$ cat config.mk
export PLATFORM = sky130hd
export DESIGN_NAME = alus_shift_arbiter
export DESIGN_NICKNAME = d
export VERILOG_FILES = /design/src/rtl/alus_shift_arbiter.sv
export SDC_FILE = /design/constraint.sdc
export NUM_CORES = 1
export LEC_CHECK = 0
export ABC_CLOCK_PERIOD_IN_PS = 1300
export CORE_ASPECT_RATIO = 1.25
export CORE_MARGIN = 2
export CORE_UTILIZATION = 39
export CTS_CLUSTER_SIZE = 8
export DETAILED_ROUTE_END_ITERATION = 10
export PLACE_DENSITY_LB_ADDON = 0.15
export SLEW_MARGIN = 5
export SYNTH_ARGS = -nofsm -noshare
export SYNTH_HDL_FRONTEND = slang
export SYNTH_SLANG_ARGS = --single-unit
export TNS_END_PERCENT = 100
$ cat constraint.sdc
create_clock -name clk -period 1.3 [get_ports clk]
set_input_delay 0.13 -clock clk [delete_from_list [all_inputs] [get_ports clk]]
set_output_delay 0.13 -clock clk [all_outputs]
set_load 0.005 [all_outputs]
$ cat src/rtl/alus_shift_arbiter.sv
// Round-robin arbiter sharing one shift/rotate unit between two requesters.
// Latency: accept in cycle T, rsp_valid rises at T+ISSUE_CYCLES+1.
// Backpressure: no request is accepted outside IDLE; the response holds until rsp_ready.
module alus_shift_arbiter #(
    parameter int A_W          = 3,
    parameter int CNT_W        = 3,
    parameter int S_W          = 8,
    parameter int ISSUE_CYCLES = 1
) (
    input  logic             clk,
    input  logic             rst_n,
    input  logic [1:0]       req_valid,
    output logic [1:0]       req_ready,
    input  logic [A_W-1:0]   req0_A,
    input  logic [CNT_W-1:0] req0_Cnt,
    input  logic [1:0]       req0_sel,
    input  logic [A_W-1:0]   req1_A,
    input  logic [CNT_W-1:0] req1_Cnt,
    input  logic [1:0]       req1_sel,
    output logic [A_W-1:0]   alu_A,
    output logic [CNT_W-1:0] alu_Cnt,
    output logic [1:0]       alu_sel,
    input  logic [S_W-1:0]   alu_S,
    input  logic             alu_Co,
    output logic             rsp_valid,
    input  logic             rsp_ready,
    output logic             rsp_id,
    output logic [S_W-1:0]   rsp_S,
    output logic             rsp_Co,
    output logic             busy
);

    localparam int              IC_W    = (ISSUE_CYCLES > 1) ? $clog2(ISSUE_CYCLES) : 1;
    localparam logic [IC_W-1:0] IC_LOAD = IC_W'(ISSUE_CYCLES - 1);

    localparam logic [1:0] S_IDLE  = 2'd0;
    localparam logic [1:0] S_ISSUE = 2'd1;
    localparam logic [1:0] S_RESP  = 2'd2;

    logic [1:0]       r_state;
    logic             r_last_grant;
    logic [IC_W-1:0]  r_cnt;
    logic             r_id;
    logic [A_W-1:0]   r_alu_A;
    logic [CNT_W-1:0] r_alu_Cnt;
    logic [1:0]       r_alu_sel;
    logic             r_rsp_id;
    logic [S_W-1:0]   r_rsp_S;
    logic             r_rsp_Co;

    logic             w_grant;
    logic             w_fire;

    // Pick the requester to serve: a lone valid wins, a tie goes to whoever did not win last.
    always_comb begin
        w_grant = 1'b0;
        case (req_valid)
            2'b10:   w_grant = 1'b1;
            2'b11:   w_grant = ~r_last_grant;
            default: w_grant = 1'b0;
        endcase
    end

    // Ready is offered only to the granted, currently-valid requester, so a dropped request is never taken.
    assign w_fire    = (r_state == S_IDLE) && req_valid[w_grant];
    assign req_ready = w_fire ? (w_grant ? 2'b10 : 2'b01) : 2'b00;

    assign alu_A     = r_alu_A;
    assign alu_Cnt   = r_alu_Cnt;
    assign alu_sel   = r_alu_sel;
    assign rsp_valid = (r_state == S_RESP);
    assign rsp_id    = r_rsp_id;
    assign rsp_S     = r_rsp_S;
    assign rsp_Co    = r_rsp_Co;
    assign busy      = (r_state != S_IDLE);

    // Transaction sequencing: latch operands on accept, hold them through ISSUE, capture result, wait for drain.
    always_ff @(posedge clk or negedge rst_n) begin
        if (!rst_n) begin
            r_state      <= S_IDLE;
            r_last_grant <= 1'b1;
            r_cnt        <= '0;
            r_id         <= 1'b0;
            r_alu_A      <= '0;
            r_alu_Cnt    <= '0;
            r_alu_sel    <= '0;
            r_rsp_id     <= 1'b0;
            r_rsp_S      <= '0;
            r_rsp_Co     <= 1'b0;
        end else begin
            case (r_state)
                S_IDLE: begin
                    if (w_fire) begin
                        r_alu_A      <= w_grant ? req1_A   : req0_A;
                        r_alu_Cnt    <= w_grant ? req1_Cnt : req0_Cnt;
                        r_alu_sel    <= w_grant ? req1_sel : req0_sel;
                        r_id         <= w_grant;
                        r_last_grant <= w_grant;
                        r_cnt        <= IC_LOAD;
                        r_state      <= S_ISSUE;
                    end
                end
                S_ISSUE: begin
                    if (r_cnt == '0) begin
                        r_rsp_S  <= alu_S;
                        r_rsp_Co <= alu_Co;
                        r_rsp_id <= r_id;
                        r_state  <= S_RESP;
                    end else begin
                        r_cnt <= r_cnt - 1'b1;
                    end
                end
                S_RESP: begin
                    // Returning to IDLE here means no grant can coincide with the response handshake.
                    if (rsp_ready) begin
                        r_state <= S_IDLE;
                    end
                end
                default: r_state <= S_IDLE;
            endcase
        end
    end

endmodule
### Sequential cells coloured by netlist name

Drawn at 6 px/um.
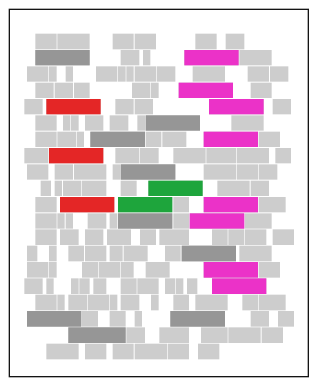
legend:
  red:
    netlist_name: alu_A
    flops: 3
  green:
    netlist_name: r_state
    flops: 2
  magenta:
    netlist_name: rsp_S
    flops: 8
not coloured: 9

### Track usage over the die

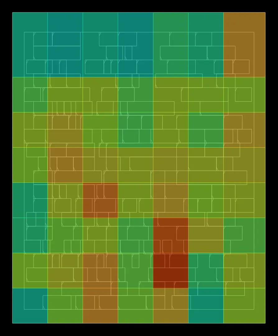
met1 usage: 21.1%
GRT Total Usage: 18.2%

### Cells by drive strength

Drawn at 8 px/um.
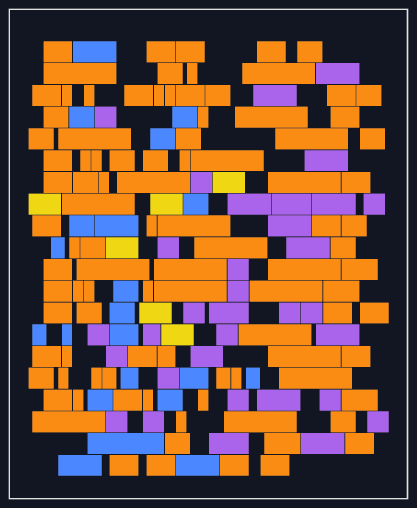
legend:
  yellow:
    size: drive 6 and up
    cells: 6
    share: 3.8%
  blue:
    size: drive 2
    cells: 21
    share: 13%
  orange:
    size: drive 1 or less
    cells: 98
    share: 62%
  purple:
    size: drive 3 to 4
    cells: 33
    share: 21%

==> Slide: Implementation Results <==
Implementation Results

Global route
  – First-pass GRT wire length: 4160 um
  – Initial antenna violation count: 0
  – Pin count of the biggest net entering global routing: 23
  – Vias in the first global route: 916
  – Met3 Track Usage GR: 2.96%
  – Most Used Layer, Global Route: met2
  – GR Util met2: around a third

Final timing
  – Slew @ Worst Pin: about 280 ps
  – Max Slew Vio Count: 0
  – F_max: ~730 MHz
  – Fin Hold WS: 168 ps
  – Post-route setup slack: -71.4 ps
  – RSZ-0062 raised after global routing: true
  – Final setup vio count: 4
  – Final hold vios: 0
  – Tmin final: approximately 1400 ps
  – Setup_tns: -204 ps
  – Crit share post-route: 105%
  – Slew headroom: between 80% and 90%
  – Layout Skew: between 4 and 5 ps

Die
  – Die ar.: 0.00303 mm2
  – Die W: ~50 um
  – FP Rows: 20
  – DIE HEIGHT: between 60 and 70 um
  – Core Region: 0.00245 mm2
  – # IOs: roughly 52
  – Number of tapcells: 33
  – FP Util: around two fifths

Final layout
  – Fillers: between 150 and 200
  – Multi-input combinational area share: about a quarter
  – Total Nets Final: approximately 190
  – Registers: 22
  – Buffer share of cell area: about 37%
  – Seq area share: a little under a third
  – Clock network share of area: 1.47%
  – Top Layout Cells: clkdlybuf4s50_1, dfrtp_1, inv_1
  – Inverters: 20
  – Ant diodes: 0
  – Logic area: approximately 430 um2
  – Share of cells above drive strength 1: between 30% and 40%
  – Final Util: between 70 and 80%
  – Most numerous logic cell after layout: clkdlybuf4s50_1
  – Seq. cell area: around 550 um2
  – Non-Filler Instances: 191
  – Area Growth Syn to Fin: 76.5%
  – Largest class: buffers
  – MI comb cells: 41
  – Max reg flops: 8
  – Non-clock buffer count: just over 70
  – Clock buffer count: 4
  – Design area: around 0.0018 mm2

Worst setup path
  – Crit start category: flop
  – Critical path class: flop to output pin
  – Number of cells on the critical path: 5
  – Worst r2r dst: alu_sel[1]
  – Slowest stage cell, crit path: dfrtp_1
  – Crit end category: output pin
  – Worst EP required: 1170 ps
  – Critical path peak fanout: 4
  – Most common cell on crit path: buf_6
  – Worst Setup EP: busy
  – R2r setup slk: -10 ps
  – FF-to-FF Start: r_state[1]
  – Buf/Inv on CP: 4
  – Worst path cell trace: buf_6, nor2_4, buf_6, inv_4, buf_6
  – CP Launch Point: r_state[1]
  – Delay-heaviest family, CP: flip-flops
  – Slowest Stage Delay on Critical Path: approximately 420 ps
  – Worst EP arrival: approximately 1200 ps

Clock network
  – Max Root-Sink Buffers: 2
  – CTS sink cnt: 22
  – Inserted Clock Buffers: 3
  – Clk_lat worst skew: 300 ps
  – Worst-path clk slew: 120 ps
  – PostCTS Resize Cnt: slightly above 40
  – CTS tree: yes
  – Hold_buf cts: 0
  – Clock Root Buffer: clkbuf_4
  – H-tree depth: 1
  – # Post-CTS Setup Buffers: 10

Synthesis
  – Syn_area_per_cell: 11.8 um2
  – Async SR Flop Fraction: 100%
  – Most common cell in the netlist: dfrtp_1
  – Yosys simple share: around 7.5%
  – Ys cells: between 80 and 90
  – Syn Nets: approximately 120
  – Cell taking the most area after synthesis: dfrtp_1
  – Seq share, synth: a little over half
  – Synth warn: 0
  – Commonest flop: dfrtp_1
  – Cell area leaders: dfrtp_1, mux2_4, inv_1
  – Adder Area Share: 0%
  – Synthesized cell area: between 0.001 and 0.0015 mm2
  – Main logic family after synthesis: multiplexers
  – Unique cell type count in the Yosys netlist: 17
  – Register bit total from synthesis: 22
  – Yosys aoi share: between 10% and 20%
  – Area fraction in mux cells: ~14%
  – Area leader share: 51.9%
  – Flip-flops with a built-in enable: 0
  – XORs/XNORs by Area: 0%
  – Most common library cells after synthesis: dfrtp_1, inv_1, mux2_4

Pwr
  – Int Pwr: about 2.6 mW
  – Overall Power: between 3 and 4 mW
  – Clock share of power: between 8 and 9%
  – Net Sw Frac: 32.7%
  – Comb pwr: 2.31 mW
  – Register share of total power: 32.0%
  – Maximum VDD drop: 0.00151 V
  – Total sequential power: roughly 1.2 mW
  – Sw Pwr: 1.26 mW
  – Clk pwr: between 300 and 400 uW
  – Logic gate share of total power: between 50% and 60%
  – Leakage: ~0.93 nW

Drt
  – First-pass DRT Iterations: 2
  – DR WL/cell: roughly 14 um
  – Vias per cell: ~4.8
  – Top Metal Used: met4
  – Met1 WL: 1030 um
  – Number of nets with antenna violations after routing: 0
  – Met3 wire len: around 150 um
  – Drt total wl: approximately 2700 um
  – DRT iter0 DRCs: 3

Run status
  – Outcome: finished, violations left
  – Failing checks: negative setup slack

Placed design
  – Port Buffers: 51
  – Final GP Congestion: between 0.7 and 0.8
  – Dpl ws: -162 ps
  – Dpl hpwl: 1840 um
  – Placed inst area: 0.00159 mm2
  – Placed insts: approximately 180

Flow run
  – Log Warnings: 28
  – Max-cap viol count: 0

Hold path
  – Min-delay worst type: input pin to async pin
No activity file was given, so power comes from the tool's default toggle rates.
